==> config.mk <==
export PLATFORM = sky130hd
export DESIGN_NAME = pipeline_ctrl_unit
export DESIGN_NICKNAME = d
export VERILOG_FILES = /design/src/rtl/pipeline_ctrl_unit.sv
export SDC_FILE = /design/constraint.sdc
export NUM_CORES = 1
export LEC_CHECK = 0
export ABC_AREA = 1
export CORE_ASPECT_RATIO = 1.25
export CORE_MARGIN = 2
export CORE_UTILIZATION = 45
export DETAILED_ROUTE_END_ITERATION = 10
export PLACE_DENSITY = 0.79
export SLEW_MARGIN = 20
export SYNTH_ARGS = -nofsm -noshare
export SYNTH_HDL_FRONTEND = slang
export SYNTH_SLANG_ARGS = --single-unit
==> constraint.sdc <==
create_clock -name clk -period 2.95 [get_ports clk]
set_clock_uncertainty 0.2 [all_clocks]
set_input_delay 0.59 -clock clk [delete_from_list [all_inputs] [get_ports clk]]
set_output_delay 0.59 -clock clk [all_outputs]
set_load 0.05 [all_outputs]
==> src/rtl/pipeline_ctrl_unit.sv <==
// ---------------------------------------------------------------------------
// pipeline_ctrl_unit
//
// Central sequencer for the 5-stage MIPS pipeline. It merges hazard-unit
// stall/flush requests, taken-branch flushes and debug run/step/halt commands
// into per-stage register enables and flushes. It also drains the pipeline
// after a HALT instruction and keeps cycle and stall counters for the debug
// unit.
//
// Parameters:
//   CNT_W          width of cycle_cnt / stall_cnt
//
// Ports:
//   clk            system clock, rising edge
//   reset          asynchronous, active-high reset
//   hz_stall       load-use stall request (hazard unit)
//   hz_flush_idex  branch-operand hazard request (hazard unit)
//   branch_taken   branch/jump resolved taken in ID
//   halt_id        HALT opcode decoded in ID
//   wb_halt        HALT instruction has reached WB
//   dbg_run        debug free-run command (1-cycle pulse)
//   dbg_step       debug single-step command (1-cycle pulse)
//   dbg_halt       debug pause command (1-cycle pulse)
//   pc_en          PC load enable
//   if_id_en       IF/ID register enable
//   if_id_flush    IF/ID synchronous clear (NOP insert)
//   id_ex_flush    ID/EX synchronous clear (bubble insert)
//   ex_m_en        EX/MEM register enable
//   m_wb_en        MEM/WB register enable
//   state          current state encoding
//   step_done      1-cycle pulse in the cycle after a STEP cycle
//   halted         high while in HALTED
//   cycle_cnt      saturating count of advancing cycles
//   stall_cnt      saturating count of hazard-stall cycles
// ---------------------------------------------------------------------------
module pipeline_ctrl_unit #(
  parameter int CNT_W = 32
) (
  input  logic             clk,
  input  logic             reset,
  input  logic             hz_stall,
  input  logic             hz_flush_idex,
  input  logic             branch_taken,
  input  logic             halt_id,
  input  logic             wb_halt,
  input  logic             dbg_run,
  input  logic             dbg_step,
  input  logic             dbg_halt,
  output logic             pc_en,
  output logic             if_id_en,
  output logic             if_id_flush,
  output logic             id_ex_flush,
  output logic             ex_m_en,
  output logic             m_wb_en,
  output logic [2:0]       state,
  output logic             step_done,
  output logic             halted,
  output logic [CNT_W-1:0] cycle_cnt,
  output logic [CNT_W-1:0] stall_cnt
);

  localparam logic [2:0] ST_IDLE   = 3'd0;
  localparam logic [2:0] ST_RUN    = 3'd1;
  localparam logic [2:0] ST_STEP   = 3'd2;
  localparam logic [2:0] ST_DRAIN  = 3'd3;
  localparam logic [2:0] ST_HALTED = 3'd4;

  localparam logic [CNT_W-1:0] CNT_ZERO = {CNT_W{1'b0}};
  localparam logic [CNT_W-1:0] CNT_ONE  = {{(CNT_W-1){1'b0}}, 1'b1};
  localparam logic [CNT_W-1:0] CNT_MAX  = {CNT_W{1'b1}};

  logic [2:0]       r_state;
  logic [2:0]       w_state_nxt;
  logic             r_step_done;
  logic [CNT_W-1:0] r_cycle_cnt;
  logic [CNT_W-1:0] r_stall_cnt;

  logic w_hz;
  logic w_exec;      // RUN or STEP: the pipeline is executing instructions
  logic w_adv;       // RUN, STEP or DRAIN: the pipeline is moving
  logic w_drain_req; // HALT seen in ID and not held back by a hazard

  assign w_hz        = hz_stall | hz_flush_idex;
  assign w_exec      = (r_state == ST_RUN) | (r_state == ST_STEP);
  assign w_adv       = w_exec | (r_state == ST_DRAIN);
  // A stalled HALT is still waiting in ID; it only triggers the drain once
  // it can actually move forward.
  assign w_drain_req = w_exec & halt_id & ~w_hz;

  // Next-state selection; HALTED is terminal and only reset leaves it.
  always_comb begin
    w_state_nxt = r_state;
    case (r_state)
      ST_IDLE: begin
        if (dbg_halt) begin
          w_state_nxt = ST_IDLE;
        end else if (dbg_step) begin
          w_state_nxt = ST_STEP;
        end else if (dbg_run) begin
          w_state_nxt = ST_RUN;
        end else begin
          w_state_nxt = ST_IDLE;
        end
      end
      ST_RUN: begin
        if (w_drain_req) begin
          w_state_nxt = ST_DRAIN;
        end else if (dbg_halt) begin
          w_state_nxt = ST_IDLE;
        end else begin
          w_state_nxt = ST_RUN;
        end
      end
      ST_STEP: begin
        // A step always lasts one cycle, stalled or not.
        if (w_drain_req) begin
          w_state_nxt = ST_DRAIN;
        end else begin
          w_state_nxt = ST_IDLE;
        end
      end
      ST_DRAIN: begin
        // Debug commands are deliberately ignored so the drain completes.
        if (wb_halt) begin
          w_state_nxt = ST_HALTED;
        end else begin
          w_state_nxt = ST_DRAIN;
        end
      end
      ST_HALTED: begin
        w_state_nxt = ST_HALTED;
      end
      default: begin
        w_state_nxt = ST_IDLE;
      end
    endcase
  end

  // Per-stage enables and flushes from current state and same-cycle inputs.
  always_comb begin
    pc_en       = 1'b0;
    if_id_en    = 1'b0;
    if_id_flush = 1'b0;
    id_ex_flush = 1'b0;
    ex_m_en     = 1'b0;
    m_wb_en     = 1'b0;
    case (r_state)
      ST_RUN, ST_STEP: begin
        if (w_hz) begin
          // Hold PC and IF/ID, push a bubble into EX, let the back end drain.
          // The branch flush is suppressed: the branch is re-evaluated once
          // the hazard clears.
          pc_en       = 1'b0;
          if_id_en    = 1'b0;
          if_id_flush = 1'b0;
          id_ex_flush = 1'b1;
          ex_m_en     = 1'b1;
          m_wb_en     = 1'b1;
        end else begin
          // HALT in ID freezes the PC so no instruction past it is fetched.
          pc_en       = ~halt_id;
          if_id_en    = 1'b1;
          if_id_flush = branch_taken;
          id_ex_flush = 1'b0;
          ex_m_en     = 1'b1;
          m_wb_en     = 1'b1;
        end
      end
      ST_DRAIN: begin
        // Feed NOPs behind the HALT until it retires.
        pc_en       = 1'b0;
        if_id_en    = 1'b1;
        if_id_flush = 1'b1;
        id_ex_flush = 1'b0;
        ex_m_en     = 1'b1;
        m_wb_en     = 1'b1;
      end
      ST_IDLE, ST_HALTED: begin
        pc_en       = 1'b0;
        if_id_en    = 1'b0;
        if_id_flush = 1'b0;
        id_ex_flush = 1'b0;
        ex_m_en     = 1'b0;
        m_wb_en     = 1'b0;
      end
      default: begin
        pc_en       = 1'b0;
        if_id_en    = 1'b0;
        if_id_flush = 1'b0;
        id_ex_flush = 1'b0;
        ex_m_en     = 1'b0;
        m_wb_en     = 1'b0;
      end
    endcase
  end

  // State register and the step-completion pulse.
  always_ff @(posedge clk or posedge reset) begin
    if (reset) begin
      r_state     <= ST_IDLE;
      r_step_done <= 1'b0;
    end else begin
      r_state     <= w_state_nxt;
      r_step_done <= (r_state == ST_STEP);
    end
  end

  // Saturating cycle and stall counters.
  always_ff @(posedge clk or posedge reset) begin
    if (reset) begin
      r_cycle_cnt <= CNT_ZERO;
      r_stall_cnt <= CNT_ZERO;
    end else begin
      if (w_adv && (r_cycle_cnt != CNT_MAX)) begin
        r_cycle_cnt <= r_cycle_cnt + CNT_ONE;
      end else begin
        r_cycle_cnt <= r_cycle_cnt;
      end
      if (w_exec && w_hz && (r_stall_cnt != CNT_MAX)) begin
        r_stall_cnt <= r_stall_cnt + CNT_ONE;
      end else begin
        r_stall_cnt <= r_stall_cnt;
      end
    end
  end

  assign state     = r_state;
  assign step_done = r_step_done;
  assign halted    = (r_state == ST_HALTED);
  assign cycle_cnt = r_cycle_cnt;
  assign stall_cnt = r_stall_cnt;

endmodule

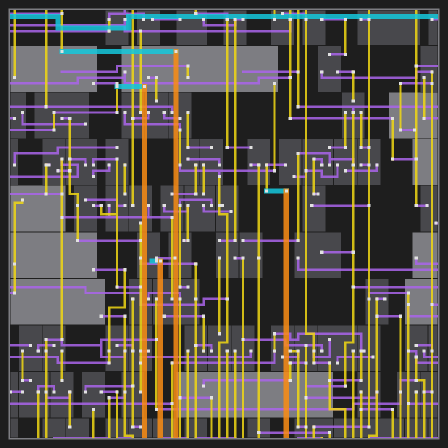
(run_1/zoom.png)
Region (11, 75) to (36, 100) um. Cells in grey, sequential cells in the stronger grey; small squares are vias.
legend:
  met3:
    colour: cyan
  met2:
    colour: yellow
  met1:
    colour: purple
  met4:
    colour: orange
sequential cells in the window: 5
netlist names of flops here include: `stall_cnt` (5)
most frequent: nand2_1 (33), nor2_1 (10), inv_1 (8)
cells with their middle in the window: 66

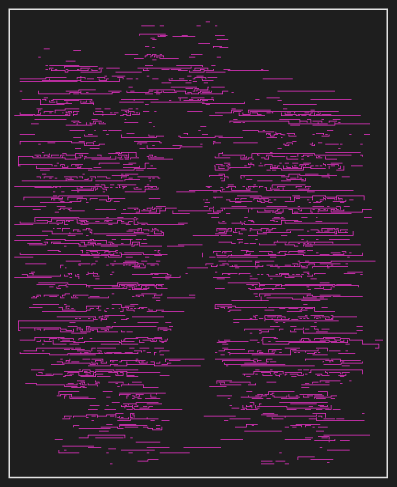
(run_1/met1.png)
(4 px per um)
nets with wire on the layer: 757
main direction: horizontal
wire length on this layer: 4800 um
share of all routed wire: 40%
Post-Route WL: 11.9 mm
routed vias: 4632

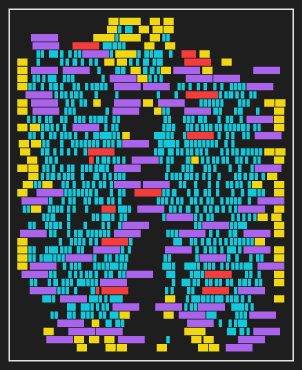
(run_1/cell_classes.png)
(3 px per um)
legend:
  all other logic:
    colour: cyan
    cells: 665
    share_of_their_area: 49%
  flip-flops:
    colour: purple
    cells: 68
    share_of_their_area: 30%
  clock drivers and dummy loads:
    colour: red
    cells: 14
    share_of_their_area: 5.1%
  other buffers and delay cells:
    colour: yellow
    cells: 90
    share_of_their_area: 16%

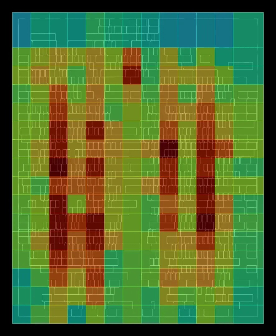
(run_1/final_congestion.png)
met3 usage: 3.68%
met1 usage: 25.5%
Util after Layout: 58.6%

==> results.txt, run 1 <==
Status = finished clean
Clk_lat worst skew = 340 ps
Via/cell ratio = 4.80
Crit Path Class = reg2out
Transition at the pin with the smallest max-transition slack = 533 ps
First-pass GRT wire length = 20.1 mm
Initial antenna violation count = 0
CP arrival = 1930 ps
Longest Clk Path Bufs = 2
# DRC = 0
Tot GR Track Use = 23.3%
Max Slew Vio Count = 0
Chip area = 11000 um2
Number of global-route vias before repair = 4403
Clock share of power = 52.9%
Largest net degree at the start of global routing = 30
Slack of the worst reg-to-reg path = 640 ps
Hold Crit Class = reg2reg
Post-route setup slack = 233 ps
Unique cell types = 26
CTS Sinks = 68
LEAKAGE = 2.69 nW
RSZ-0062 raised after global routing = no
Wire per inst = 12.3 um
Ant diodes = 0
Starting DRT DRC Count = 177
Syn Nets = 757
Number of routed nets with antenna violations = 0
Seq/Total Area, Yosys = 37.2%
Number of fill cells = 982
Fin Hold WS = 366 ps
Crit share post-route = 92.1%
H-tree level count = 3
Area delta synth->final = 28.4%
Most numerous logic cell after layout = nand2_1
Nets = 846
Post-DP HPWL = 9.00 mm
Relative slew slack = 64.3%
Yosys stat cell total = 745
Core Box Area = 10000 um2
## run 1: worst max-delay path, cell delays in order, from the launching register on
cell	delay, ps
dfrtp_1	420
nor2_1	200
inv_1	80
nor2_1	90
clkdlybuf4s50_1	810
## run 1: layer usage
| metal | vias up | part of all wire [%] |
|---|---|---|
| met5 | - | 0 |
| met4 | 0 | 5.1 |
| met2 | 112 | 51 |
| met3 | 39 | 3.8 |
| met1 | 2054 | 40 |
| li1 | 2427 | - |
## run 1: Yosys cell counts
cell type | count | area (um2)
nor2_1 | 111 | 417
nor2_4 | 1 | 11.3
o2111ai_1 | 1 | 8.76
nand2_2 | 1 | 6.26
o21ai_0 | 6 | 30.0
o22ai_1 | 1 | 6.26
ha_1 | 2 | 25.0
nor2_2 | 2 | 12.5
nor3_1 | 1 | 5.00
xnor2_1 | 11 | 96.3
buf_4 | 4 | 30.0
buf_6 | 4 | 45.0
inv_4 | 1 | 6.26
dfrtp_1 | 68 | 1700
buf_2 | 4 | 20.0
inv_1 | 62 | 233
xor2_1 | 14 | 123
nand2_4 | 3 | 33.8
nand4_1 | 5 | 31.3
nand2_1 | 396 | 1490
o21ai_1 | 3 | 15.0
inv_2 | 3 | 11.3
o21a_1 | 1 | 7.51
a21oi_2 | 1 | 8.76
nand3_2 | 1 | 10.0
nand3_1 | 38 | 190
## run 1: path summary, 6_finish.rpt
check / from / endpoint
max in group asynchronous: reset / stall_cnt[29]
min in group asynchronous: reset / stall_cnt[2]
hold reg to reg: stall_cnt[15] / stall_cnt[15]
setup / recovery: state[0] / halted
setup reg to reg: stall_cnt[0] / stall_cnt[30]
hold / removal: stall_cnt[15] / stall_cnt[15]
## run 1: state kept, by name, summed over array words and instances, names as in the netlist
name	cells
step_done	1
stall_cnt	32
cycle_cnt	32
state	3
## run 1: per-stage QoR
| stage | instances | cell area, um2 |
|---|---|---|
| 2_1_floorplan | 745 | 4570 |
| 3_3_place_gp | 952 | 5580 |
| 3_5_place_dp | 952 | 5580 |
| 4_1_cts | 966 | 5870 |
| 5_1_grt | 966 | 5870 |
| 6_report | 966 | 5870 |
## run 1: logic make-up (layout without fill, tap and decap cells)
kind of cell | after synthesis | count (layout) | share of synthesized area, %
AND-OR/OR-AND | 13 | 13 | 1.67
XOR/XNOR | 25 | 25 | 4.79
flip-flops | 68 | 68 | 37.2
adder cells (fa/ha/maj) | 2 | 2 | 0.547
buffers and inverters | 78 | 170 | 7.56
AND/OR/NAND/NOR | 559 | 559 | 48.2
## run 1: power by group through the flow
| stage | combinational, mW | sequential (mW) | clock [mW] |
|---|---|---|---|
| finish | 0.0381 | 0.933 | 1.09 |
| global route | 0.0436 | 0.933 | 1.14 |
| CTS | 0.0400 | 0.933 | 1.10 |
| detailed placement | 0.0398 | 0.950 | 0 |
| global placement | 0.0393 | 0.950 | 0 |
| floorplan | 0.0157 | 0.950 | 0 |
## run 1: final cells by class
class                   count  share of cell area, %
repair buffers             90                   16.0
flip-flops and latches     68                   29.0
multi-input cells         599                   43.0
inverters                  66                   4.27
well taps                 129                   2.75
clock buffers              12                   4.37
clock inverters             2                  0.597
==> run 2: changes to the inputs <==
--- a/config.mk
+++ b/config.mk
@@ -10,6 +10,7 @@
 export CORE_MARGIN = 2
 export CORE_UTILIZATION = 45
 export DETAILED_ROUTE_END_ITERATION = 10
+export GPL_TIMING_DRIVEN = 0
 export PLACE_DENSITY = 0.79
 export SLEW_MARGIN = 20
 export SYNTH_ARGS = -nofsm -noshare
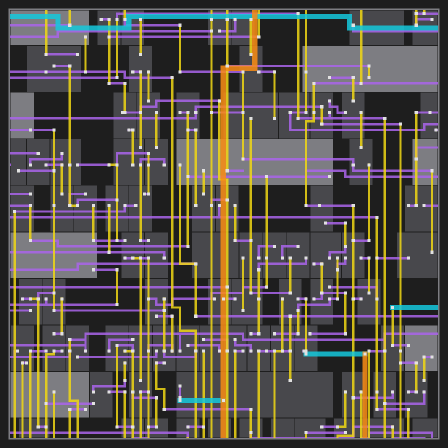
(run_2/zoom.png)
Region (11, 75) to (36, 100) um. Cells in grey, sequential cells in the stronger grey; small squares are vias.
legend:
  met1:
    colour: purple
  met4:
    colour: orange
  met2:
    colour: yellow
  met3:
    colour: cyan
most frequent: nand2_1 (36), nor2_1 (10), inv_1 (8)
netlist names of flops here include: `stall_cnt` (5)
cells with their middle in the window: 72
sequential cells in the window: 5

==> results.txt, run 2 <==
CP arrival = 2030 ps (+100 ps)
Yosys warns = 0
Synth area leaders = dfrtp_1, nand2_1, nor2_1
Max Slew Vio Count = 0 (unchanged)
Max-cap violations = 0
Synth area leader = dfrtp_1
Commonest cells in the netlist = nand2_1, nor2_1, dfrtp_1
Fin cells = 975 (+0.93%)
Ant diodes = 0 (unchanged)
Most frequent cell after synthesis = nand2_1
Area delta synth->final = 29.3%
Root buffer cell = clkbuf_16
Chip area = 11000 um2 (unchanged)
Unique cell types = 26 (unchanged)
Post-Syn Area = 4570 um2
Layout cells sized above 1 = 5.08%
Slowest CP cell = clkdlybuf4s15_1
Routed vias = 4831 (+4.3%)
Post-route setup slack = 130 ps (-103 ps)
Hold Crit Class = in2async
Transition at the pin with the smallest max-transition slack = 519 ps (-13.8 ps)
Nets = 853 (+0.83%)
Total negative setup slack = 0 ps
Dominant flop cell = dfrtp_1
Log Warnings = 26
Critical Path, Cell by Cell = clkdlybuf4s50_1, nor2_1, nand2_1, nand2_1, o21a_1, clkdlybuf4s15_1
CP top delay family = buffers and inverters
Gp weighted congestion = 1.01
Async set-reset flop share out of synthesis = 100% (unchanged)
Relative slew slack = 65.3% (+0.92 points)
TritonRoute pass-1 iters = 7
CP Launch Type = primary input
Seq/Total Area, Yosys = 37.2% (unchanged)
Wire per inst = 13.0 um (+5.0%)
Most frequent cells in the layout = nand2_1, nor2_1, clkdlybuf4s50_1
H-tree level count = 3 (unchanged)
GR Overflow Total = 0
Met3 usage = 3.94% (+0.26 points)
Longest Clk Path Bufs = 2 (unchanged)
Crit Path Class = in2out
Cts bufs inserted = 9
Core Box Area = 10000 um2 (unchanged)
# DRC = 0 (unchanged)
Die Ht = 117 um
Postcts setup bufs = 0
CTS tree = done
RSZ-0062 raised after global routing = no
Via/cell ratio = 4.95 (+3.3%)
Most numerous logic cell after layout = nand2_1
Flip-flop and latch count after synthesis = 68
Syn Area/Cell = 6.14 um2
Post-Route WL = 12.6 mm (+6.0%)
EDFF count, synth = 0 (unchanged)
Peak supply drop = 0.303 mV
Hold Vio Cnt, Final = 0
Power per Cell Area = 355 nW/um2
Yosys stat cell total = 745 (unchanged)
Number of cells on the critical path = 6 (+2)
Slowest stage delay, CP = 490 ps (-320 ps)
Initial antenna violation count = 0 (unchanged)
CTS Sinks = 68 (unchanged)
Clk_lat worst skew = 340 ps (about the same)
Crit share post-route = 95.6% (+3.5 points)
Max FO, Critical Path = 3
Number of global-route vias before repair = 4529 (+2.9%)
Status = finished clean
Post-DP HPWL = 9.36 mm (+4.1%)
Largest net degree at the start of global routing = 48 (+60%)
Met1 usage = 27.8% (+2.4 points)
CP Capture Type = output port
First-pass GRT wire length = 21.2 mm (+5.4%)
Most used cell, CP = nand2_1
WP buf/inv = 2 (unchanged)
Post-synth top area share = 37.2% (unchanged)
# IOs = 85
Starting DRT DRC Count = 151 (-15%)
# hold bufs at CTS = 0
Syn Nets = 757 (unchanged)
Placed Cells incl. Taps = 959 (+0.74%)
# setup viols final = 0
LEAKAGE = 2.74 nW (+2.0%)
Required @ worst endpoint = 2160 ps
YS chip area = 4570 um2
Number of routed nets with antenna violations = 0 (unchanged)
Cells after Synth = 745
Count of input and output buffers = 84
Tot GR Track Use = 25.0% (+1.6 points)
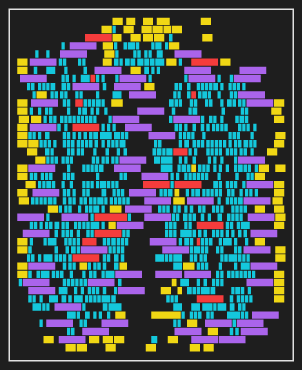
(run_2/cell_classes.png)
(3 px per um)
legend:
  flip-flops:
    colour: purple
    cells: 68
    share_of_their_area: 30%
  all other logic:
    colour: cyan
    cells: 665
    share_of_their_area: 48%
  other buffers and delay cells:
    colour: yellow
    cells: 97
    share_of_their_area: 17%
  clock drivers and dummy loads:
    colour: red
    cells: 16
    share_of_their_area: 5.3%

## run 2: cell counts after synthesis
No cell type changed its count.
## run 2: stage by stage
| step | power, mW | area, um2 | util [%] | hold slack, ps |
|---|---|---|---|---|
| 4_1_cts | 2.11 | 5900 | 59.0 | 370 |
| 3_5_place_dp | 0.989 | 5600 | 56.0 | 353 |
| 6_report | 2.10 | 5910 | 59.1 | 365 |
| 5_1_grt | 2.16 | 5910 | 59.1 | 410 |
| 3_3_place_gp | 0.984 | 5570 | 55.7 | 348 |
| 2_1_floorplan | 0.966 | 4570 | - | 549 |
## run 2: cell type report
type	instances	area, um2
Inverter	66	253
Buffer	12	95.1
Timing Repair Buffer	85	867
Multi-Input combinational cell	599	2530
Fill cell	967	4100
Tap cell	129	161
Sequential cell	68	1700
Clock inverter	4	47.5
Clock buffer	12	256
## run 2: kinds of logic (layout without fill, tap and decap cells)
group / count (synthesis) / after routing / synth area share [%]
AND/OR/NAND/NOR: 559 / 559 / 48.2
buffers and inverters: 78 / 179 / 7.56
AND-OR/OR-AND: 13 / 13 / 1.67
adder cells (fa/ha/maj): 2 / 2 / 0.547
flip-flops: 68 / 68 / 37.2
XOR/XNOR: 25 / 25 / 4.79
## run 2: what timing repair did
| action | 4_1_cts | 5_1_grt |
|---|---|---|
| cloned | 0 | 0 |
| endpoints found under the hold margin | 0 | 0 |
| endpoints found under the setup margin | 5 | 2 |
| gates resized | 5 | 2 |
## run 2: path summary, 6_finish.rpt
check                                    from       endpoint  slack [ps]
worst max-delay path            hz_flush_idex    if_id_flush         130
worst min-delay path                    reset   stall_cnt[2]         370
worst max register to register   stall_cnt[0]  stall_cnt[17]         640
worst min register to register   cycle_cnt[1]   cycle_cnt[1]         370
max in group asynchronous               reset  cycle_cnt[27]        1660
min in group clk                 cycle_cnt[1]   cycle_cnt[1]         370
## run 2: power breakdown
group	switching (mW)	total, mW	internal [mW]
clock network	0.427	1.13	0.698
registers	0	0.933	0.933
logic	0.0225	0.0376	0.0151
total	0.450	2.10	1.65
## run 2: routing by layer
layer  up-vias  wire length, um
li1       2449                -
met1      2197             5020
met2       145             6470
met3        40              566
met4         0              579
met5         -                0
==> run 3: changes to the inputs <==
--- a/config.mk
+++ b/config.mk
@@ -5,13 +5,14 @@
 export SDC_FILE = /design/constraint.sdc
 export NUM_CORES = 1
 export LEC_CHECK = 0
-export ABC_AREA = 1
+export ABC_AREA = 0
 export CORE_ASPECT_RATIO = 1.25
 export CORE_MARGIN = 2
 export CORE_UTILIZATION = 45
+export CTS_BUF_LIST = sky130_fd_sc_hd__clkbuf_8
 export DETAILED_ROUTE_END_ITERATION = 10
 export GPL_TIMING_DRIVEN = 0
-export PLACE_DENSITY = 0.79
+export PLACE_DENSITY = 0.83
 export SLEW_MARGIN = 20
 export SYNTH_ARGS = -nofsm -noshare
 export SYNTH_HDL_FRONTEND = slang
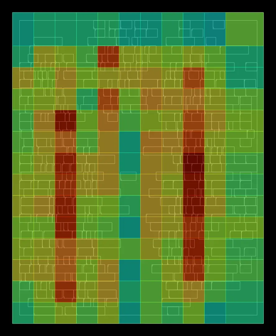
(run_3/final_congestion.png)
Util after Layout: 61.6%
met2 Use GR: 36.0%
gr busiest metal: met2
met1 usage: 23.7%

==> results.txt, run 3 <==
LEAKAGE = 1.83 nW (-33%)
Synth area leaders = dfrtp_1, xnor2_1, nand4_1
Number of routed nets with antenna violations = 0 (unchanged)
CTS Sinks = 68 (unchanged)
Hold Crit Class = reg2reg
Fin area = 4510 um2 (-24%)
Slowest CP cell = clkdlybuf4s50_1
Max Slew Vio Count = 0 (unchanged)
CP top delay family = buffers and inverters
Power per Cell Area = 660 nW/um2 (+86%)
Status = finished clean
Max FO, Critical Path = 8 (+5)
Largest net degree at the start of global routing = 58 (+21%)
Die Ht = 101 um (-14%)
Int Power = 1.73 mW (+5.1%)
Number of cells on the critical path = 5 (-1)
Syn Area/Cell = 10.4 um2 (+69%)
Peak supply drop = 0.618 mV (+100%)
Area delta synth->final = 34.4%
Tot GR Track Use = 20.8% (-4.2 points)
Most frequent cells in the layout = clkdlybuf4s50_1, dfrtp_1, xnor2_1
Via/cell ratio = 5.54 (+12%)
Number of global-route vias before repair = 2860 (-37%)
Synth area leader = dfrtp_1
# setup viols final = 0 (unchanged)
Fin Hold WS = 291 ps (-74.5 ps)
Sw Pwr = 1.24 mW (+180%)
RSZ-0062 raised after global routing = no
Cts bufs inserted = 9 (unchanged)
Number of fill cells = 566 (-41%)
Post-synth top area share = 50.7% (+14 points)
Cells after Synth = 323 (-57%)
First-pass GRT wire length = 13.2 mm (-38%)
WP buf/inv = 3 (+1)
Total negative setup slack = 0 ps (unchanged)
Sw frac = 41.8% (+20 points)
Wire per inst = 15.4 um (+19%)
CP arrival = 2070 ps (+40 ps)
Yosys warns = 0 (unchanged)
Post-route setup slack = 93.2 ps (-37.0 ps)
Root buffer cell = clkbuf_8
CP Launch Type = primary input
Seq/Total Area, Yosys = 50.7% (+14 points)
Comb power frac = 39.1% (+37 points)
Placed Cells incl. Taps = 500 (-48%)
CTS tree = done
Max-cap violations = 0 (unchanged)
Critical Path, Cell by Cell = clkdlybuf4s50_1, nor2_2, or3_1, clkinv_1, buf_2
Layout cells sized above 1 = 7.78% (+2.7 points)
Routed vias = 2858 (-41%)
Hold Vio Cnt, Final = 0 (unchanged)
Unique cell types = 39 (+50%)
YS chip area = 3350 um2 (-27%)
GR Overflow Total = 0 (unchanged)
Syn Nets = 335 (-56%)
Longest Clk Path Bufs = 2 (unchanged)
Post-Route WL = 7.96 mm (-37%)
Nets = 431 (-49%)
Initial antenna violation count = 0 (unchanged)
Most frequent cell after synthesis = dfrtp_1
Total power = 2.97 mW (+42%)
Crit share post-route = 96.8% (+1.3 points)
# hold bufs at CTS = 0 (unchanged)
Gp weighted congestion = 0.911 (-9.7%)
Starting DRT DRC Count = 63 (-58%)
Post-Syn Area = 3350 um2 (-27%)
Slowest stage delay, CP = 500 ps (about the same)
Flip-flop and latch count after synthesis = 68 (unchanged)
Required @ worst endpoint = 2160 ps (about the same)
EDFF count, synth = 0 (unchanged)
CP Capture Type = output port
Postcts setup bufs = 0 (unchanged)
Clk_lat worst skew = 320 ps (-20 ps)
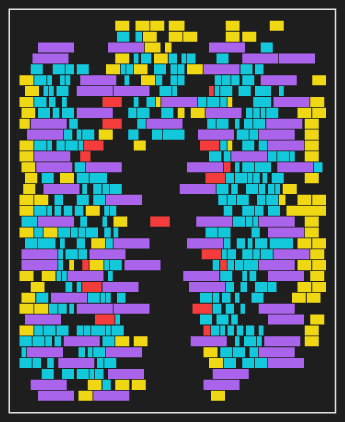
(run_3/cell_classes.png)
(4 px per um)
Core Box Area: 7310 um2
Cell Rows: 35

## run 3: netlist changes by cell type in the layout (fill, tap and decap cells not counted), sizes merged, moves of 6 or more
| cell | previous run | this run |
|---|---|---|
| nand2 | 400 | 25 |
| nor2 | 114 | 22 |
| inv | 66 | 10 |
| xnor2 | 11 | 46 |
| nand4 | 5 | 26 |
| nand3 | 39 | 28 |
| nor3 | 1 | 12 |
| and4 | 0 | 10 |
| and3 | 0 | 9 |
| buf | 13 | 4 |
| o21ai | 9 | 3 |
## run 3: what timing repair did
item | CTS | global route
setup endpoints to repair | 7 | 2
resized | 17 | 3
pin swaps | 0 | 0
## run 3: cell families after synthesis
family	Yosys count	synth area share [%]
adders and majority gates	2	0.746
AOI/OAI and AO/OA	13	2.72
xor gates and xnor gates	63	16.7
muxes	2	0.672
and+or+nand+nor	158	26.2
buffers and inverters	17	2.24
DFF	68	50.7
## run 3: power by group through the flow
stage	Sequential, mW	Clock (mW)	Combinational, mW
CTS	1.16	0.677	1.18
global route	1.18	0.714	1.24
detailed placement	1.18	0	1.19
finish	1.16	0.649	1.16
global placement	1.17	0	1.17
floorplan	1.49	0	0.473
## run 3: layer usage
metal | GRT usage [%] | vias to the layer above | routed length [um]
met2 | 36.0 | 108 | 4090
met3 | 6.09 | 17 | 506
met5 | 0 | - | 0
met4 | 8.47 | 0 | 167
met1 | 23.7 | 1388 | 3200
li1 | - | 1345 | -
## run 3: layout make-up
class	instances	area, um2	share of cell area [%]
plain buffers	7	38.8	0.861
clock buffers	10	138	3.05
clock inverters	6	31.3	0.694
inverters	10	40.0	0.888
multi-input cells	238	1590	35.2
flip-flops and latches	68	1700	37.8
well taps	92	115	2.55
repair buffers	85	857	19.0
## run 3: final timing paths
path	start	end	slack [ps]
min in group asynchronous	reset	stall_cnt[16]	340
hold / removal	stall_cnt[31]	stall_cnt[31]	290
max in group asynchronous	reset	cycle_cnt[4]	1690
setup reg to reg	cycle_cnt[26]	cycle_cnt[11]	510
hold reg to reg	stall_cnt[31]	stall_cnt[31]	290
setup / recovery	hz_stall	id_ex_flush	90
Power figures rest on the tool's default switching activity, not on a simulated workload.
